The metal 1 layer:
Supply wires on this layer in gray.
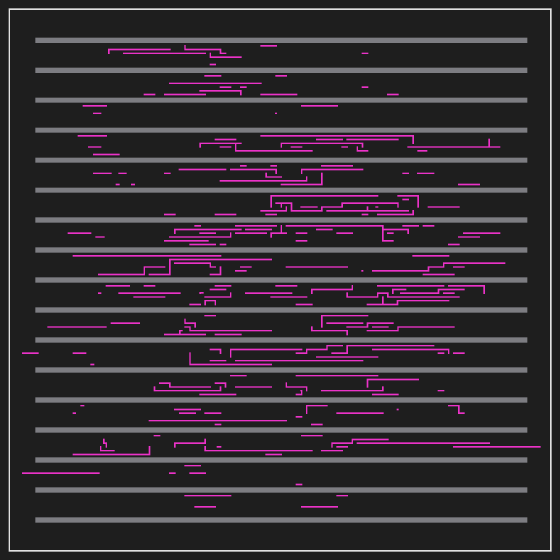
Pin map:
Pins as bars across the die edge, other pins in gray.
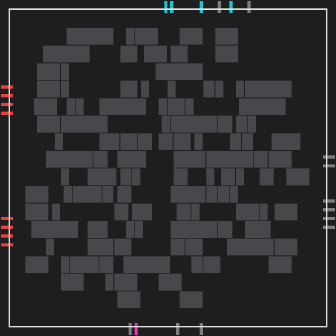
The clock network:
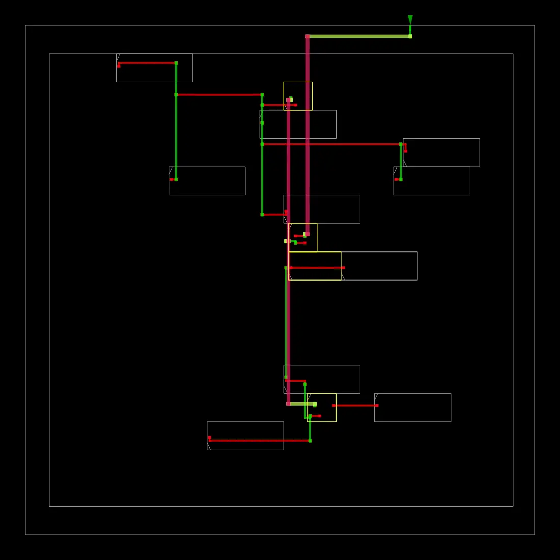
==> config.mk <==
export PLATFORM = sky130hd
export DESIGN_NAME = life_cell_rule_flat
export DESIGN_NICKNAME = d
export VERILOG_FILES = /design/src/rtl/life_cell_rule_if.sv /design/src/rtl/life_cell_rule.sv /design/src/flat_wrapper.sv
export SDC_FILE = /design/constraint.sdc
export NUM_CORES = 1
export LEC_CHECK = 0
export ABC_CLOCK_PERIOD_IN_PS = 4900
export CORE_MARGIN = 2
export CORE_UTILIZATION = 35
export CTS_CLUSTER_DIAMETER = 120
export DETAILED_ROUTE_END_ITERATION = 10
export SYNTH_ARGS = -nofsm -noshare
export SYNTH_HDL_FRONTEND = slang
export SYNTH_SLANG_ARGS = --single-unit
==> constraint.sdc <==
create_clock -name clk -period 4.9 [get_ports clk]
set_clock_uncertainty 0.15 [all_clocks]
set_input_delay 0.735 -clock clk [delete_from_list [all_inputs] [get_ports clk]]
set_output_delay 0.735 -clock clk [all_outputs]
set_load 0.005 [all_outputs]
==> results.sh <==
# physical design summary
export IMPL_combPwrFrac=0.387
export IMPL_yosysChipArea_um2=708
export IMPL_relSlewSlack=0.784
export IMPL_ctsHoldBuffers=0
export IMPL_inverters=12
export IMPL_crit_family="adder cells"
export IMPL_start_kind="primary input"
export IMPL_htree_levels=1
export IMPL_status="completed"
export IMPL_final_comb_area_um2=448
export IMPL_ff_type="dfxtp_1"
export IMPL_dominant_cell_class="multi-input combinational cells"
export IMPL_cts_root_buffer="clkbuf_4"
export IMPL_setup_viol=0
export IMPL_max_freq_mhz=250
export IMPL_diodes=0
export IMPL_slew_violations=0
export IMPL_chipArea_um2=2400
export IMPL_dp_hpwl_um=1220
export IMPL_busiest_layer="met2"
export IMPL_yosys_stat_cells=85
export IMPL_worst_pin_slew_ps=323
export IMPL_cts_setup_buffers=0
export IMPL_crit_slowest_cell="fa_1"
export IMPL_wl_met1_um=666
export IMPL_crit_chain="clkdlybuf4s50_1 > ha_1 > inv_1 > fa_1 > fa_1 > fa_1 > inv_1 > fa_1 > nand3_1 > or3_1 > a32oi_1 > a211oi_1"
export IMPL_setup_tns_ps=0
export IMPL_fin_util=0.512
export IMPL_final_cells=137
export IMPL_clk_pin_slew_worst_paths_ps=80
export IMPL_first_pass_iters=4
export IMPL_slowest_delay_ps=630
export IMPL_nFillCells=201
export IMPL_drive_above_1_share=0.0818
export IMPL_swShare=0.321
export IMPL_multiInputCombCellCount=61
export IMPL_postSynthCellCount=85
export IMPL_setup_ws_ps=907
export IMPL_endpoint_kind="flip-flop"
export IMPL_p_int_mw=0.184
export IMPL_switchingPower_mw=0.0868
Notes on 'the metal 1 layer' above:
longest straight run	13.8 um
wire length on this layer	666 um
share of all routed wire	44%
main direction	horizontal
routed wire length: 1520 um
met1 Use GR: 0.162
via count: 670

Notes on 'pin map' above:
color	port	pins	direction	edge
cyan	`bus_count`	4	output	top
magenta	`bus_alive`	1	output	bottom
red	`bus_neigh`	8	input	left
Die W: 49.0 um
Die Ht: 49.0 um
Buffers on Ports: 23

Notes on 'the clock network' above:
CLK BUF: 4
clock sinks: 10
Flops: 10

